**config.mk**
```make
export PLATFORM = sky130hd
export DESIGN_NAME = replace_event_fifo
export DESIGN_NICKNAME = d
export VERILOG_FILES = /design/src/rtl/itch_pkg.sv /design/src/rtl/itch_sync_fifo.sv /design/src/rtl/replace_event_fifo.sv
export SDC_FILE = /design/constraint.sdc
export NUM_CORES = 2
export LEC_CHECK = 0
export CAP_MARGIN = 10
export CORE_AREA = 2 2 304 456
export DETAILED_ROUTE_END_ITERATION = 8
export DIE_AREA = 0 0 306 458
export PLACE_DENSITY = 0.66
export SETUP_SLACK_MARGIN = 0.4
export SYNTH_ARGS = -nofsm -noshare
export SYNTH_HDL_FRONTEND = slang
export SYNTH_HIERARCHICAL = 1
export SYNTH_SLANG_ARGS = --single-unit
```
**constraint.sdc**
```tcl
create_clock -name clk -period 17.33 [get_ports clk]
set_input_delay 2.5995 -clock clk [delete_from_list [all_inputs] [get_ports clk]]
set_output_delay 2.5995 -clock clk [all_outputs]
set_load 0.02 [all_outputs]
```
**src/rtl/itch_pkg.sv**
```systemverilog
// ============================================================================
// Module : itch_pkg
// Brief  : Shared types and constants for the ITCH event-path blocks.
// Rev    : 1.0  initial release
// ============================================================================
`default_nettype none

package itch_pkg;

    localparam logic [7:0] ITCH_MSG_REPLACE = 8'h55;

    typedef struct packed {
        logic [63:0] old_ref;
        logic [63:0] new_ref;
        logic [31:0] shares;
        logic [31:0] price;
    } replace_evt_t;

    localparam int REPLACE_EVT_W = $bits(replace_evt_t);

    function automatic logic is_replace_msg(input logic [7:0] msg_type);
        return msg_type == ITCH_MSG_REPLACE;
    endfunction

endpackage

`default_nettype wire

```
**src/rtl/itch_sync_fifo.sv**
```systemverilog
// ============================================================================
// Module : itch_sync_fifo
// Brief  : Generic first-word-fall-through FIFO with separate level counter.
// Rev    : 1.0  initial release
// ============================================================================
`default_nettype none

module itch_sync_fifo #(
    parameter int WIDTH = 8,
    parameter int DEPTH = 8
) (
    input  logic                   clk,
    input  logic                   rst_n,
    input  logic                   push_i,
    input  logic [WIDTH-1:0]       wdata_i,
    input  logic                   pop_i,
    output logic [WIDTH-1:0]       rdata_o,
    output logic                   empty_o,
    output logic                   full_o,
    output logic [$clog2(DEPTH):0] level_o
);

    localparam int               PTR_W    = $clog2(DEPTH);
    localparam int               LVL_W    = PTR_W + 1;
    localparam logic [LVL_W-1:0] FULL_LVL = LVL_W'(DEPTH);

    logic [WIDTH-1:0] mem_q [DEPTH];
    logic [PTR_W-1:0] wr_ptr_q, wr_ptr_d;
    logic [PTR_W-1:0] rd_ptr_q, rd_ptr_d;
    logic [LVL_W-1:0] level_q,  level_d;

    logic w_empty;
    logic w_full;
    logic w_push;
    logic w_pop;

    assign w_empty = (level_q == '0);
    assign w_full  = (level_q == FULL_LVL);

    // A push while full is only legal when the head leaves in the same cycle.
    assign w_pop  = pop_i & ~w_empty;
    assign w_push = push_i & (~w_full | w_pop);

    always_comb begin
        wr_ptr_d = wr_ptr_q;
        rd_ptr_d = rd_ptr_q;
        level_d  = level_q;
        if (w_push) begin
            wr_ptr_d = wr_ptr_q + PTR_W'(1);
        end
        if (w_pop) begin
            rd_ptr_d = rd_ptr_q + PTR_W'(1);
        end
        case ({w_push, w_pop})
            2'b10:   level_d = level_q + LVL_W'(1);
            2'b01:   level_d = level_q - LVL_W'(1);
            default: level_d = level_q;
        endcase
    end

    always_ff @(posedge clk or negedge rst_n) begin
        if (!rst_n) begin
            wr_ptr_q <= '0;
            rd_ptr_q <= '0;
            level_q  <= '0;
        end else begin
            wr_ptr_q <= wr_ptr_d;
            rd_ptr_q <= rd_ptr_d;
            level_q  <= level_d;
        end
    end

    // Storage is deliberately left unreset; the read mask hides stale data.
    always_ff @(posedge clk) begin
        if (w_push) begin
            mem_q[wr_ptr_q] <= wdata_i;
        end
    end

    assign rdata_o = w_empty ? '0 : mem_q[rd_ptr_q];
    assign empty_o = w_empty;
    assign full_o  = w_full;
    assign level_o = level_q;

endmodule

`default_nettype wire

```
**src/rtl/replace_event_fifo.sv**
```systemverilog
// ============================================================================
// Module : replace_event_fifo
// Brief  : Buffers decoded Replace Order events for the order-book stage.
// Rev    : 1.0  initial release
// ============================================================================
`default_nettype none

module replace_event_fifo
    import itch_pkg::*;
#(
    parameter int DEPTH = 8,
    parameter int CNT_W = 16
) (
    input  logic                   clk,
    input  logic                   rst_n,
    input  logic                   replace_internal_valid,
    input  logic                   replace_packet_invalid,
    input  logic [63:0]            replace_old_order_ref,
    input  logic [63:0]            replace_new_order_ref,
    input  logic [31:0]            replace_shares,
    input  logic [31:0]            replace_price,
    output logic                   evt_valid,
    input  logic                   evt_ready,
    output logic [63:0]            evt_old_order_ref,
    output logic [63:0]            evt_new_order_ref,
    output logic [31:0]            evt_shares,
    output logic [31:0]            evt_price,
    output logic [$clog2(DEPTH):0] fifo_level,
    output logic                   fifo_full,
    output logic [CNT_W-1:0]       invalid_cnt,
    output logic [CNT_W-1:0]       overflow_cnt
);

    replace_evt_t w_wr_evt;
    replace_evt_t w_rd_evt;

    logic w_push_req;
    logic w_push_acc;
    logic w_pop;
    logic w_drop;
    logic w_empty;
    logic w_full;
    logic w_inv_rise;

    logic             inv_prev_q;
    logic [CNT_W-1:0] invalid_cnt_q,  invalid_cnt_d;
    logic [CNT_W-1:0] overflow_cnt_q, overflow_cnt_d;

    assign w_wr_evt.old_ref = replace_old_order_ref;
    assign w_wr_evt.new_ref = replace_new_order_ref;
    assign w_wr_evt.shares  = replace_shares;
    assign w_wr_evt.price   = replace_price;

    // A malformed flag in the same cycle vetoes the event outright.
    assign w_push_req = replace_internal_valid & ~replace_packet_invalid;
    assign w_pop      = ~w_empty & evt_ready;
    assign w_push_acc = w_push_req & (~w_full | w_pop);
    assign w_drop     = w_push_req & w_full & ~w_pop;
    assign w_inv_rise = replace_packet_invalid & ~inv_prev_q;

    itch_sync_fifo #(
        .WIDTH (REPLACE_EVT_W),
        .DEPTH (DEPTH)
    ) u_fifo (
        .clk     (clk),
        .rst_n   (rst_n),
        .push_i  (w_push_acc),
        .wdata_i (w_wr_evt),
        .pop_i   (w_pop),
        .rdata_o (w_rd_evt),
        .empty_o (w_empty),
        .full_o  (w_full),
        .level_o (fifo_level)
    );

    always_comb begin
        invalid_cnt_d  = invalid_cnt_q;
        overflow_cnt_d = overflow_cnt_q;
        if (w_inv_rise && (invalid_cnt_q != '1)) begin
            invalid_cnt_d = invalid_cnt_q + CNT_W'(1);
        end
        if (w_drop && (overflow_cnt_q != '1)) begin
            overflow_cnt_d = overflow_cnt_q + CNT_W'(1);
        end
    end

    always_ff @(posedge clk or negedge rst_n) begin
        if (!rst_n) begin
            inv_prev_q     <= 1'b0;
            invalid_cnt_q  <= '0;
            overflow_cnt_q <= '0;
        end else begin
            inv_prev_q     <= replace_packet_invalid;
            invalid_cnt_q  <= invalid_cnt_d;
            overflow_cnt_q <= overflow_cnt_d;
        end
    end

    assign evt_valid         = ~w_empty;
    assign evt_old_order_ref = w_rd_evt.old_ref;
    assign evt_new_order_ref = w_rd_evt.new_ref;
    assign evt_shares        = w_rd_evt.shares;
    assign evt_price         = w_rd_evt.price;
    assign fifo_full         = w_full;
    assign invalid_cnt       = invalid_cnt_q;
    assign overflow_cnt      = overflow_cnt_q;

endmodule

`default_nettype wire
```
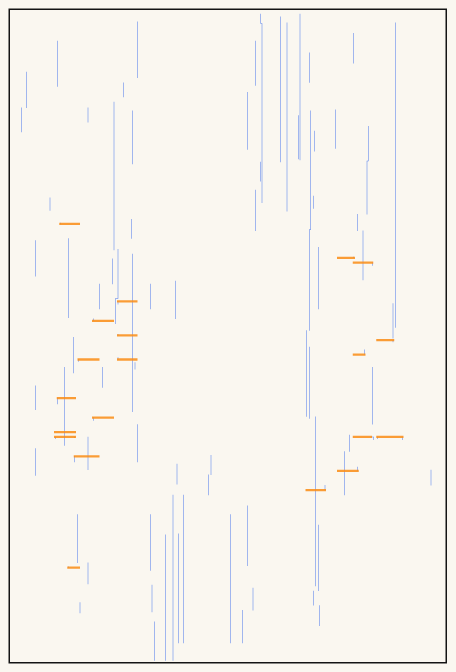
*Metal layers overlaid*
Only two layers are drawn.
legend:
  blue:
    layer: met4
    wire_length: 3,240 um
  orange:
    layer: met5
    wire_length: 255 um

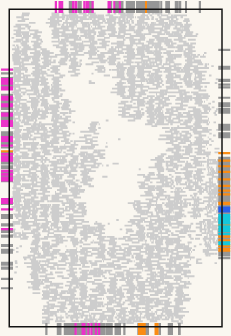
*I/O pins on the die edge*
Pins as bars across the die edge, other pins in grey.
legend:
  orange:
    port: evt_shares
    pins: 32
    direction: output
    edge: 20 east, 10 south, 1 west, 1 north
  blue:
    port: fifo_level
    pins: 4
    direction: output
    edge: east
  cyan:
    port: overflow_cnt
    pins: 16
    direction: output
    edge: east
  magenta:
    port: replace_old_order_ref
    pins: 64
    direction: input
    edge: 41 west, 15 north, 8 south
all pins by edge: 132 east, 122 west, 87 north, 86 south

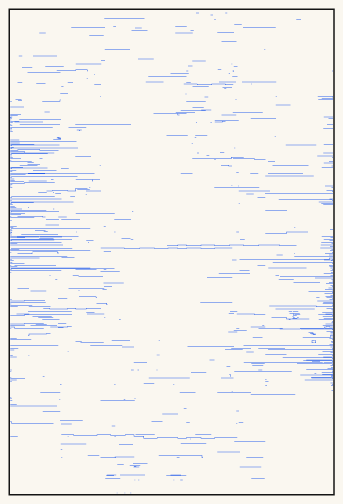
*The metal 3 layer*
nets with wire on the layer: 370
share of all routed wire: 6.4%
longest straight run: 97.5 um
wire length on this layer: 8,560 um
main direction: horizontal

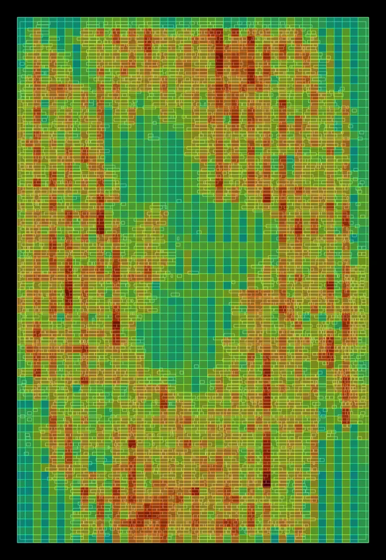
*Routing congestion map*
DR WL/cell: 26.3 um
met2 GRT Util: 32.5%
gr busiest metal: met2
Post-Route Utilization: 52.7%
All-Layer GR Usage: 19.1%

==> results.txt <==
Fill cells = 10,300
XOR/XNOR Area Share = 0.505%
Log Warnings = 45
VDD IR-drop max = 144 uV
syn nets = 2,866
Die X = 306 um
RSZ-0062 raised after global routing = no
Inverters, non-clock = 7
# diodes = 7
Seq/Total Area, Yosys = 77.7%
power density over the cells = 169 nW/um^2
comb. cell area = 12,600 um^2
Vias = 28,100
switching share of power = 31.4%
Worst R2R End = u_fifo/mem_q[7][122]
sequential power share = 38.6%
run status = completed
leak pwr = 23.2 nW
Adder Share, Synth = 0.157%
Hold Worst Slack = 0.521 ns
Final ANT Viol Nets = 0
gpl congestion = 0.774
Core Util at FP = 44.7%
Power figures rest on the tool's default switching activity, not on a simulated workload.
